**src/rtl/shift_seq.sv**
```systemverilog
// Multi-cycle shifter/rotator: one bit position per clock, driven by a down-counter
// with a start/busy/done handshake.
//
// state  | meaning
// IDLE   | waiting for start, y holds last result
// RUN    | one shift step per edge, count decrements to zero
// DONE   | one-cycle result-valid pulse, may recapture on start
module shift_seq #(
  parameter int WIDTH = 8,
  parameter int AMT_W = 4
) (
  input  logic             clk,
  input  logic             rst_n,
  input  logic             start,
  input  logic             dir,
  input  logic [1:0]       mode,
  input  logic [AMT_W-1:0] amt,
  input  logic [WIDTH-1:0] a,
  output logic [WIDTH-1:0] y,
  output logic             busy,
  output logic             done
);

  localparam logic [1:0] S_IDLE = 2'd0;
  localparam logic [1:0] S_RUN  = 2'd1;
  localparam logic [1:0] S_DONE = 2'd2;

  logic [1:0]       r_state;
  logic [WIDTH-1:0] r_y;
  logic [AMT_W-1:0] r_cnt;
  logic             r_dir;
  logic [1:0]       r_mode;

  logic [WIDTH-1:0] w_step;
  logic [AMT_W-1:0] w_load;
  logic             w_rot;
  logic             w_arith;

  assign w_rot   = (r_mode == 2'b10);
  assign w_arith = (r_mode == 2'b01);

  // Reserved mode 11 falls through to the logical fill.
  always_comb begin
    w_step = r_y;
    if (!r_dir) begin
      w_step = {r_y[WIDTH-2:0], (w_rot ? r_y[WIDTH-1] : 1'b0)};
    end else begin
      w_step = {(w_rot ? r_y[0] : (w_arith ? r_y[WIDTH-1] : 1'b0)), r_y[WIDTH-1:1]};
    end
  end

  // Shifts saturate at WIDTH steps; rotates run the full requested amount.
  always_comb begin
    w_load = amt;
    if (mode != 2'b10 && int'(amt) > WIDTH) begin
      w_load = AMT_W'(WIDTH);
    end
  end

  always_ff @(posedge clk or negedge rst_n) begin
    if (!rst_n) begin
      r_state <= S_IDLE;
      r_y     <= '0;
      r_cnt   <= '0;
      r_dir   <= 1'b0;
      r_mode  <= 2'b00;
    end else begin
      case (r_state)
        S_IDLE, S_DONE: begin
          if (start) begin
            r_y     <= a;
            r_dir   <= dir;
            r_mode  <= mode;
            r_cnt   <= w_load;
            r_state <= (w_load == '0) ? S_DONE : S_RUN;
          end else begin
            r_state <= S_IDLE;
          end
        end
        S_RUN: begin
          r_y   <= w_step;
          r_cnt <= r_cnt - AMT_W'(1);
          if (r_cnt == AMT_W'(1)) begin
            r_state <= S_DONE;
          end
        end
        default: r_state <= S_IDLE;
      endcase
    end
  end

  assign y    = r_y;
  assign busy = (r_state == S_RUN);
  assign done = (r_state == S_DONE);

endmodule

```
**config.mk**
```make
export PLATFORM = sky130hd
export DESIGN_NAME = shift_seq
export DESIGN_NICKNAME = d
export VERILOG_FILES = /design/src/rtl/shift_seq.sv
export SDC_FILE = /design/constraint.sdc
export NUM_CORES = 1
export LEC_CHECK = 0
export CORE_ASPECT_RATIO = 0.8
export CORE_MARGIN = 2
export CORE_UTILIZATION = 30
export CTS_CLUSTER_DIAMETER = 30
export DETAILED_ROUTE_END_ITERATION = 6
export HOLD_SLACK_MARGIN = 0.08
export PLACE_DENSITY_LB_ADDON = 0.08
export SYNTH_ARGS = -nofsm -noshare
export SYNTH_HDL_FRONTEND = slang
export SYNTH_SLANG_ARGS = --single-unit
```
**constraint.sdc**
```tcl
create_clock -name clk -period 1.6 [get_ports clk]
set_input_delay 0.32 -clock clk [delete_from_list [all_inputs] [get_ports clk]]
set_output_delay 0.32 -clock clk [all_outputs]
set_load 0.005 [all_outputs]
```
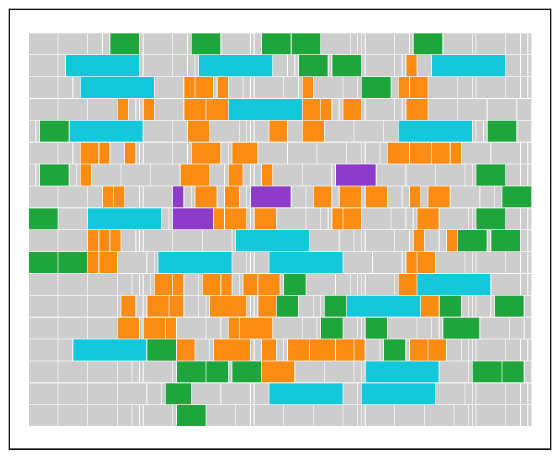
**Above:** placement by cell class.
Fill, decap, tap and diode cells in gray.
green -> remaining buffers and delay cells  # cells 36
cyan -> sequential cells  # cells 17
orange -> combinational and other logic  # cells 83
purple -> clock drivers and dummy loads  # cells 4

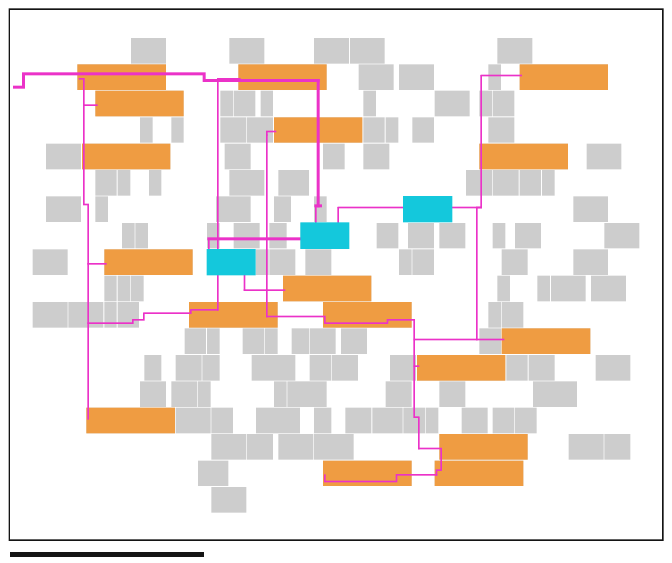
**Above:** clock distribution.
Scale bar: 20 µm.
orange -> flip-flops  # count 17
magenta -> clock wires  # length 280 µm
cyan -> clock drivers  # count 3
flops lie = widely spread
clk latency late pin: 0.25 ns
Clk pwr share: 13.2%
clock skew: 0.007402 ns
clk pwr: 0.325 mW

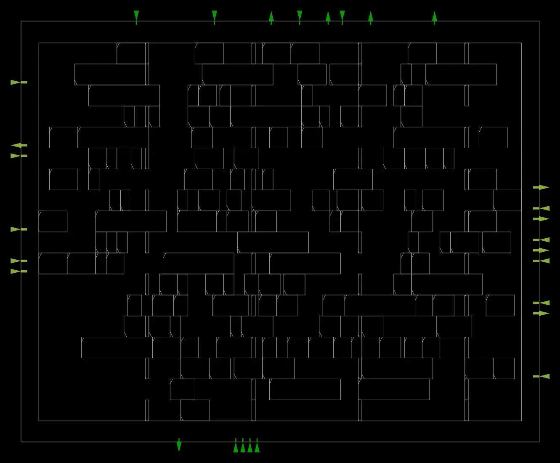
**Above:** placement view.
Seq/total area: 31.39%
FILL cells: 327
num rows: 18
fin cells: 180

==> deck_impl_summary.md <==
Run Summary

CTS
  – Clock transition at path regs: 0.07 ns
  – PostCTS Resize Cnt: 1
  – Clock tree root driver cell: clkbuf_8
  – # hold bufs at CTS: 0
  – Maximum level of the CTS H-tree: 1
  – Sink Count: 17
  – Max clock buf depth: 2

Finish
  – Clkbuf count: 4
  – Area grow syn2layout: 41.57%
  – Top Layout Cells: clkdlybuf4s50_1 (25), nand2_1 (24), dfrtp_1 (17)
  – Non-clock buffers: 36
  – Most common logic cell in the routed design: clkdlybuf4s50_1
  – Inverter count: 5
  – Multi-input gates: 78
  – Nets: between 150 and 200
  – ClkCell Share: 3.324%
  – Logic area: between 400 and 500 µm²
  – Sequential cell area: 425.4 µm²

Yosys
  – Post-synth seq share: 44.44%
  – Synthesis area per yosys: 957.2 µm²
  – YS warnings: 0
  – Post-synth EDFFs: 0
  – Leading cell types by count after synthesis: nand2_1 (24), dfrtp_1 (17), a211oi_1 (9), a31oi_1 (8), nor2b_1 (6)
  – Top cells, area: dfrtp_1 (44%), nand2_1 (9.4%), a211oi_1 (7.1%), a31oi_1 (5.2%), nor2b_1 (3.9%)
  – Syn avg cell area: 9.030 µm²

GRT
  – Largest net degree at the start of global routing: 20
  – Global-route layer with the greatest usage: met2
  – Met2 usage: 25.08%
  – Met1 usage: 20.38%
  – Initial antenna violation count: 0

Pwr
  – Sw power: 0.9411 mW
  – VDD IR-drop max: 584.8 µV
  – Seq pwr share: about 36%

Setup path
  – Slowest cell delay on critical path: 0.53 ns
  – Arrival time worst endpoint: about 1.2 ns
  – CP endpoint kind: primary output
  – CP Cell Sequence: clkdlybuf4s50_1
  – Startpoint class of the critical path: flip-flop
  – Critical path required time: approximately 1.3 ns
  – Number of buffers and inverters on the critical path: 1

Final timing
  – Max transition margin: 68.01%
  – Fmax: 0.6649 GHz
  – Post-layout min period: 1.504 ns
  – Slew Viols, Final: 0
  – Final hold vios: 0
  – Final WS setup: 0.09610 ns

Run
  – Log Warnings: 27

Drt
  – Met3 wire length: between 100 and 150 µm
  – Highest metal layer with signal wires: met4
  – Drt first-iter violations: 27

Floorplan
  – Core region area: 0.003063 mm²
  – # IOs: 28
  – Die footprint: 0.003661 mm²

Placed design
  – Cell Area, Placed: 0.001294 mm²
  – Post-DP HPWL: roughly 1800 µm
  – Gpl congestion: 0.7387

Run status
  – Status: complete, no violations

Worst hold path
  – Worst min-delay path category: in2async
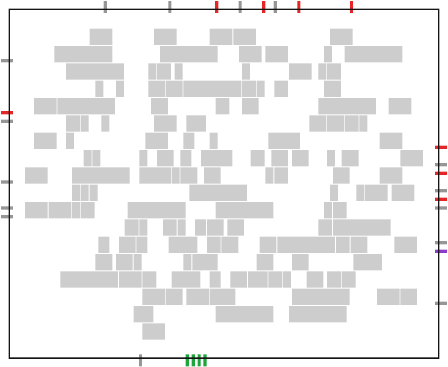
**Above:** ports around the boundary.
Pins as bars across the die edge, other pins in gray.
red -> y  # pins 8, direction output, edge 4 north, 3 east, 1 west
green -> amt  # pins 4, direction input, edge south
purple -> done  # pins 1, direction output, edge east
all pins by edge = 9 east, 8 north, 6 west, 5 south
DIE HEIGHT: 54.52 µm
Buffers on Ports: 27
die x size: 67.15 µm

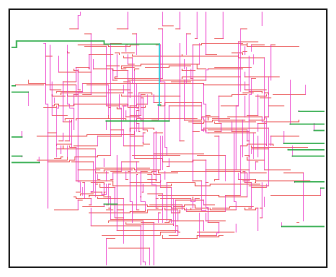
**Above:** metal layers overlaid.
green -> metal 3  # wire length 117 µm
red -> metal 1  # wire length 1280 µm
magenta -> metal 2  # wire length 1090 µm
cyan -> metal 4  # wire length 12.9 µm
Total GRT Usage: 15.17%
DR vias: 878

==> path summary, 6_finish.rpt <==
check	from	endpoint	slack, ns	cells after the start
max in group asynchronous	rst_n	r_mode[1]$_DFFE_PN0P_	1.00	2
worst min-delay path	rst_n	y[5]$_DFFE_PN0P_	0.39	2
worst max-delay path	y[6]$_DFFE_PN0P_	y[6]	0.1	1
worst min register to register	r_mode[1]$_DFFE_PN0P_	r_mode[1]$_DFFE_PN0P_	0.52	2
worst max register to register	r_state[0]$_DFFE_PN0P_	r_cnt[3]$_DFFE_PN0P_	0.20	6
min in group clk	r_mode[1]$_DFFE_PN0P_	r_mode[1]$_DFFE_PN0P_	0.52	2
==> power by group through the flow <==
stage / clock, mW / combinational (mW) / sequential [mW]
global placement: 0 / 1.21 / 0.901
detailed placement: 0 / 1.23 / 0.911
floorplan: 0 / 0.785 / 0.832
finish: 0.325 / 1.25 / 0.900
global route: 0.361 / 1.41 / 0.944
CTS: 0.340 / 1.27 / 0.898
==> cell families after synthesis <==
logic type / synth area share [%]
simple gates: 25.88
compound gates: 20.13
flops: 44.44
buf+inv: 5.750
fa+ha+maj: 2.614
mux: 1.176
==> metrics by stage <==
| step | TNS [ns] | total power, mW | util (%) | instances | hold slack, ns |
|---|---|---|---|---|---|
| after detailed placement | -0.09778 | 2.138 | 42.24 | 174 | 0.5071 |
| after global placement | -0.004526 | 2.109 | 42.24 | 174 | 0.5015 |
| final | 0 | 2.474 | 44.24 | 180 | 0.3893 |
| after CTS | 0 | 2.511 | 44.16 | 180 | 0.3971 |
| after global routing | 0 | 2.712 | 44.24 | 180 | 0.4127 |
| after floorplan | 0 | 1.617 | - | 106 | 0.02441 |
==> flip-flops by register name, indices dropped and copies added (netlist names) <==
register / flops
y: 8
r_cnt: 4
r_mode: 2
r_state: 2
r_dir: 1
No activity file was given, so power comes from the tool's default toggle rates.
